### config.mk
export PLATFORM = sky130hd
export DESIGN_NAME = mc_ctrl
export DESIGN_NICKNAME = d
export VERILOG_FILES = /design/src/rtl/mc_ctrl.sv
export SDC_FILE = /design/constraint.sdc
export NUM_CORES = 1
export LEC_CHECK = 0
export ABC_AREA = 0
export CAP_MARGIN = 15
export CELL_PAD_IN_SITES_DETAIL_PLACEMENT = 0
export CELL_PAD_IN_SITES_GLOBAL_PLACEMENT = 1
export CORE_UTILIZATION = 26
export CTS_CLUSTER_SIZE = 25
export DETAILED_ROUTE_END_ITERATION = 10
export PLACE_DENSITY = 0.85
export SYNTH_ARGS = -nofsm -noshare
export SYNTH_HDL_FRONTEND = slang
export SYNTH_SLANG_ARGS = --single-unit
### constraint.sdc
create_clock -name clk -period 1.8 [get_ports clk]
set_input_delay 0.18 -clock clk [delete_from_list [all_inputs] [get_ports clk]]
set_output_delay 0.18 -clock clk [all_outputs]
set_load 0.005 [all_outputs]
### src/rtl/mc_ctrl.sv
// Multi-cycle CPU controller: IF/ID/EXE/MEM/WB/HALT sequencing with Moore-style decode.
// Define MC_CTRL_PERF_EN to add the retired-instruction counter output instr_cnt.
module mc_ctrl #(
    parameter int CNT_W = 32
) (
    input  logic       clk,
    input  logic       rst_n,
    input  logic [5:0] opcode,
    input  logic       zero,
    output logic       pc_wre,
    output logic       ir_wre,
    output logic       reg_wre,
    output logic       mem_rd,
    output logic       mem_wr,
    output logic       alu_src_a,
    output logic       alu_src_b,
    output logic [2:0] alu_op,
    output logic       db_src,
    output logic       reg_dst,
    output logic       ext_sel,
    output logic [1:0] pc_src,
    output logic [2:0] state,
    output logic       halted
`ifdef MC_CTRL_PERF_EN
    ,
    output logic [CNT_W-1:0] instr_cnt
`endif
);

    typedef enum logic [2:0] {
        S_IF   = 3'b000,
        S_ID   = 3'b001,
        S_EXE  = 3'b010,
        S_MEM  = 3'b011,
        S_WB   = 3'b100,
        S_HALT = 3'b111
    } state_t;

    state_t     r_state;
    state_t     w_next;
    logic       w_valid;
    logic [2:0] w_alu_op;
    logic       w_src_a;
    logic       w_src_b;
    logic       w_ext;
    logic       w_rt_dst;
    logic       w_is_lw;
    logic       w_is_sw;
    logic       w_is_beq;
    logic       w_is_j;
    logic       w_is_halt;
    logic       w_active;

    generate
        if (CNT_W < 1) begin : g_bad_cnt_w
            $error("mc_ctrl: CNT_W must be at least 1");
        end
    endgenerate

    always_comb begin
        w_valid   = 1'b1;
        w_alu_op  = 3'b000;
        w_src_a   = 1'b0;
        w_src_b   = 1'b0;
        w_ext     = 1'b1;
        w_rt_dst  = 1'b0;
        w_is_lw   = 1'b0;
        w_is_sw   = 1'b0;
        w_is_beq  = 1'b0;
        w_is_j    = 1'b0;
        w_is_halt = 1'b0;
        case (opcode)
            6'b000000: ;
            6'b000001: w_alu_op = 3'b001;
            6'b000010: begin w_src_b = 1'b1; w_rt_dst = 1'b1; end
            6'b010000: w_alu_op = 3'b101;
            6'b010001: w_alu_op = 3'b110;
            6'b010010: begin w_alu_op = 3'b101; w_src_b = 1'b1; w_ext = 1'b0; w_rt_dst = 1'b1; end
            6'b011000: begin w_alu_op = 3'b100; w_src_a = 1'b1; end
            6'b100111: w_alu_op = 3'b010;
            6'b110000: begin w_src_b = 1'b1; w_is_sw = 1'b1; end
            6'b110001: begin w_src_b = 1'b1; w_rt_dst = 1'b1; w_is_lw = 1'b1; end
            6'b110100: begin w_alu_op = 3'b001; w_is_beq = 1'b1; end
            6'b111000: w_is_j = 1'b1;
            6'b111111: w_is_halt = 1'b1;
            default:   w_valid = 1'b0;
        endcase
    end

    always_ff @(posedge clk or negedge rst_n) begin
        if (!rst_n) r_state <= S_IF;
        else        r_state <= w_next;
    end

    always_comb begin
        w_next = r_state;
        case (r_state)
            S_IF:    w_next = S_ID;
            S_ID: begin
                if (w_is_j || !w_valid) w_next = S_IF;
                else if (w_is_halt)     w_next = S_HALT;
                else                    w_next = S_EXE;
            end
            S_EXE: begin
                if (w_is_beq)               w_next = S_IF;
                else if (w_is_lw || w_is_sw) w_next = S_MEM;
                else                        w_next = S_WB;
            end
            S_MEM:   w_next = w_is_lw ? S_WB : S_IF;
            S_WB:    w_next = S_IF;
            S_HALT:  w_next = S_HALT;
            default: w_next = S_IF;
        endcase
    end

    assign w_active = (r_state == S_ID) || (r_state == S_EXE) ||
                      (r_state == S_MEM) || (r_state == S_WB);

    always_comb begin
        pc_wre    = 1'b0;
        reg_wre   = 1'b0;
        mem_rd    = 1'b0;
        mem_wr    = 1'b0;
        pc_src    = 2'b00;
        alu_op    = 3'b000;
        alu_src_a = 1'b0;
        alu_src_b = 1'b0;
        ext_sel   = 1'b0;
        reg_dst   = 1'b0;
        db_src    = 1'b0;
        // IR is stable from ID onward, so ALU controls hold for the rest of the instruction
        if (w_active) begin
            alu_op    = w_alu_op;
            alu_src_a = w_src_a;
            alu_src_b = w_src_b;
            ext_sel   = w_ext;
            reg_dst   = ~w_rt_dst;
            db_src    = w_is_lw;
        end
        case (r_state)
            S_ID: begin
                pc_wre = w_is_j || w_is_halt || !w_valid;
                if (w_is_j) pc_src = 2'b10;
            end
            S_EXE: begin
                pc_wre = w_is_beq;
                if (w_is_beq && zero) pc_src = 2'b01;
            end
            S_MEM: begin
                mem_wr = w_is_sw;
                mem_rd = w_is_lw;
                pc_wre = w_is_sw;
            end
            S_WB: begin
                reg_wre = 1'b1;
                pc_wre  = 1'b1;
            end
            default: ;
        endcase
    end

    // Reset holds the FSM in IF, whose only asserted output is ir_wre
    assign ir_wre = (r_state == S_IF) && rst_n;
    assign state  = r_state;
    assign halted = (r_state == S_HALT);

`ifdef MC_CTRL_PERF_EN
    logic [CNT_W-1:0] r_instr_cnt;

    always_ff @(posedge clk or negedge rst_n) begin
        if (!rst_n)      r_instr_cnt <= '0;
        else if (pc_wre) r_instr_cnt <= r_instr_cnt + {{(CNT_W-1){1'b0}}, 1'b1};
    end

    assign instr_cnt = r_instr_cnt;
`endif

endmodule

Supply network:
Bar = 10 um. Pins as bars on the die edge.
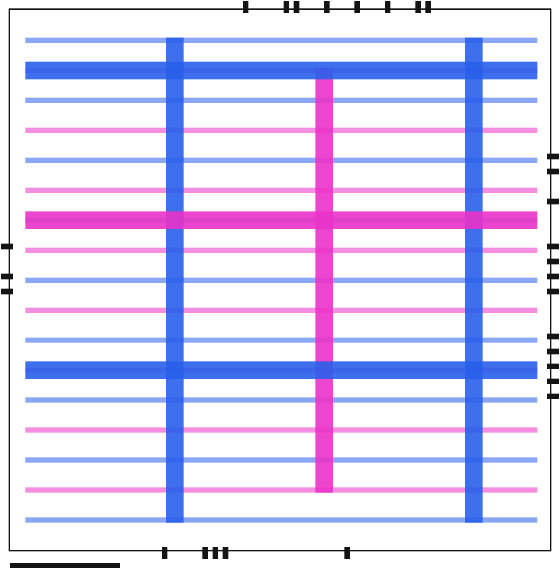
Key: magenta = VDD; blue = VSS
3 straps on met5. 17 met1 rails follow the rows. 28 signal pins sit on the boundary. The core has 16 rows. 3 straps on met4.
chip width: 49 um
core area: 2020 um^2

Cell classes on the final placement:
Bar = 10 um.
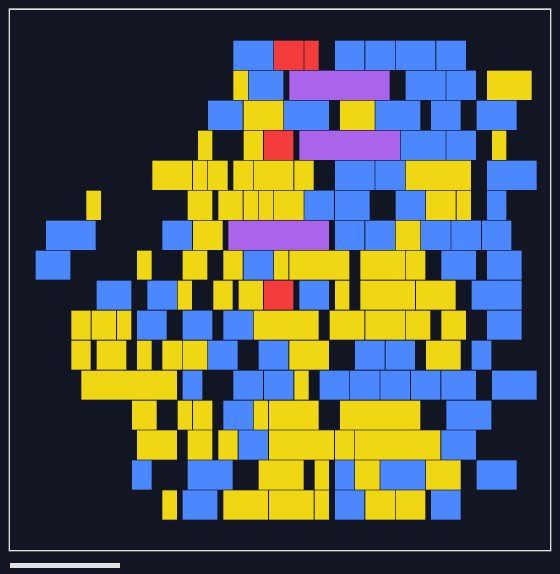
Key: red = clock drivers and dummy loads [cells 4, share of their area 2.1%]; blue = other buffers and delay cells [cells 67, share of their area 45%]; yellow = combinational and other logic [cells 76, share of their area 47%]; purple = flops [cells 3, share of their area 6.1%]
proportion of cell area occupied by registers: 5.90%
count of standard-cell rows: 16
Design Area, Final: 1270 um^2
final core occ: 62.9%

==> where the power goes <==
part           total, mW  internal [mW]  switching (mW)  leakage, nW
Clock              0.118         0.0831          0.0354       0.0150
Combinational      0.712          0.395           0.316        0.601
Sequential         0.112         0.0868          0.0250       0.0392
Total              0.942          0.565           0.377        0.655
==> layout make-up <==
| class | count | area [um^2] | area share [%] |
|---|---|---|---|
| clock buffer | 4 | 26.3 | 2.06 |
| sequential | 3 | 75.1 | 5.90 |
| multi-input combinational | 71 | 554 | 43.6 |
| inverter | 5 | 22.5 | 1.77 |
| tap | 27 | 33.8 | 2.65 |
| timing repair buffer | 67 | 561 | 44.1 |
==> kinds of logic (layout without fill, tap and decap cells) <==
family,after synthesis,in the layout
compound gates,19,19
xor+xnor,2,2
buf+inv,13,76
flops,3,3
mux,1,1
simple gates,49,49
==> GITHUB_STEP_SUMMARY <==
### Yosys + OpenROAD results

| Metric | Value |
|---|---|
| Leakage | 0.655 nW |
| Cell Type Count | 36 |
| Pre-CTS WS | -615 ps |
| M3 GR Usage | 1.87% |
| Post-route ant nets | 0 |
| Yosys aoi share | 23.5% |
| Yosys stat area | 574 um^2 |
| Basic Gates by Area | 47.9% |
| Worst path arrival time | 1690 ps |
| H-Tree Depth | 1 |
| CP Class | flip-flop to primary output |
| Period utilisation layout | 104% |
| Biggest area cells | dfrtp_1, nor3_1, nand2_1 |
| CTS tree | built |
| Crit path DRT | 1620 ps |
| Yosys cell count | 87 |
| Placed instance area | 1020 um^2 |
| Ys flop type | dfrtp_1 |
| Count leader, synth | nand2_1 |
| Most instantiated cells after synthesis | nand2_1, nor2_1, nor3_1 |
| Vias in the first global route | 841 |
| Highest clock rate | 536 MHz |
| Die area | 2400 um^2 |
| Hold_buf cts | 0 |
| RePlAce Congestion | 0.785 |
| Initial Util | 28.4% |
| Max Used Layer | met4 |
| Post-synth seq share | 13.1% |
| CTS root buf | clkbuf_4 |
| TNS Setup | -73.7 ps |
| Mapped Nets | 96 |
| Num CTS Buffers | 3 |
| Synth Area per Inst | 6.60 um^2 |
| Area leader, netlist | dfrtp_1 |
| HP Class | input port to asynchronous set/reset pin |
| Largest net degree at the start of global routing | 11 |
| Post-Route WL | 2500 um |
| XOR/XNOR Area Share | 3.05% |
| CP endpoint | alu_src_a |
| Violated checks | negative setup slack |
| GRT busiest layer | met2 |
| Relative slew margins | 76.6% |
| Yosys top cell area share | 13.1% |
| Slowest CP cell | dfrtp_1 |
| Setup ws final | -67.4 ps |
| Worst r2r path cells | 5 |
| Asr flop ratio synth | 100% |
| Critical R2R Launch | state[1]$_DFF_PN0_ |
| RSZ-0062 raised after global routing | yes |
| Reg2reg end | state[2]$_DFF_PN0_ |
| ANT cells | 0 |
| Gate Count Post-Synth | 87 |
| Ys Warns | 0 |
| Final Net Count | 160 |
| Global routing usage on met1 | 25.4% |
| Clock Skew | 7.12 ps |
| DR WL/cell | 14.1 um |
| 1st-pass router iterations | 4 |
| Vias | 945 |
| Critical Path Fanout Max | 2 |
| Post-route minimum period | 1870 ps |
| Routed vias/inst | 5.34 |
| Ports | 28 |
| Max-cap violations | 0 |
| Post_cts resized | 37 |
| Met2 wire len | 1280 um |
| Worst slew pin tran | 348 ps |
| OpenROAD warning count | 28 |
| Cells after DPL | 157 |
| Reg2Reg Setup Slack | 350 ps |
| Bufs and invs on worst path | 1 |
| Type of origin of the critical path | flip-flop |
| Multiplexer share | 1.96% |
| Wire length on met1 | 1020 um |
| Status | finished with violations |
| Global Route Usage Sum | 19.9% |
| Fin. Hold Viols | 0 |
| Filler cell count | 178 |
| GR Layer Usage met2 | 33.3% |
| 1st-iter DRT viols | 34 |
| Synthesis-to-finish area growth | 122% |
| Main logic family | simple AND/OR/NAND/NOR gates |
| First-pass GRT wire length | 3750 um |
| Fin cells | 177 |
| Gr ovfl total | 0 |
| Setup Buffers After CTS | 8 |
| Post-synth EDFFs | 0 |
| Crit-path cells | nor2_4 -> xor2_2 -> or3_4 -> nor4b_4 -> buf_2 |
| WHS | 218 ps |
| Ratio of cells with drive above 1 in the final layout | 47.3% |
| Clock slew at reported path FFs | 40 ps |
| Pwr dens | 740 nW/um^2 |
| Pins Over Slew Limit | 0 |
| Most frequent logic cell in the layout | buf_4 |
| Post-synthesis cell area | 574 um^2 |
| Clk sink count | 3 |
| Most frequent cells in the layout | buf_4, dlygate4sd2_1, nand2_1, nor2_1, clkdlybuf4s50_1 |
| # DRC | 0 |
| Synth flops | 3 |
| Max reg flops | 3 |
| Peak VDD IR | 0.000479 V |
| Crit path launch | state[0]$_DFF_PN0_ |
| Clock tree buffer depth | 2 |
| CP peak stage delay | 420 ps |
| Tot Pwr | 0.942 mW |
| FA/HA/MAJ Cells, Area Fraction | 0% |
| Port bufs | 27 |
| Initial antenna violation count | 0 |
| Met3 routed WL | 165 um |
| CP delay by family, top | simple AND/OR/NAND/NOR gates |
| Post-DP HPWL | 1520 um |
| CP Depth | 5 |
| Critical Path End Type | primary output |
| Clk ins delay skew pair | 230 ps |
| Setup violators final | 2 |
Power and IR drop assume default switching activity.
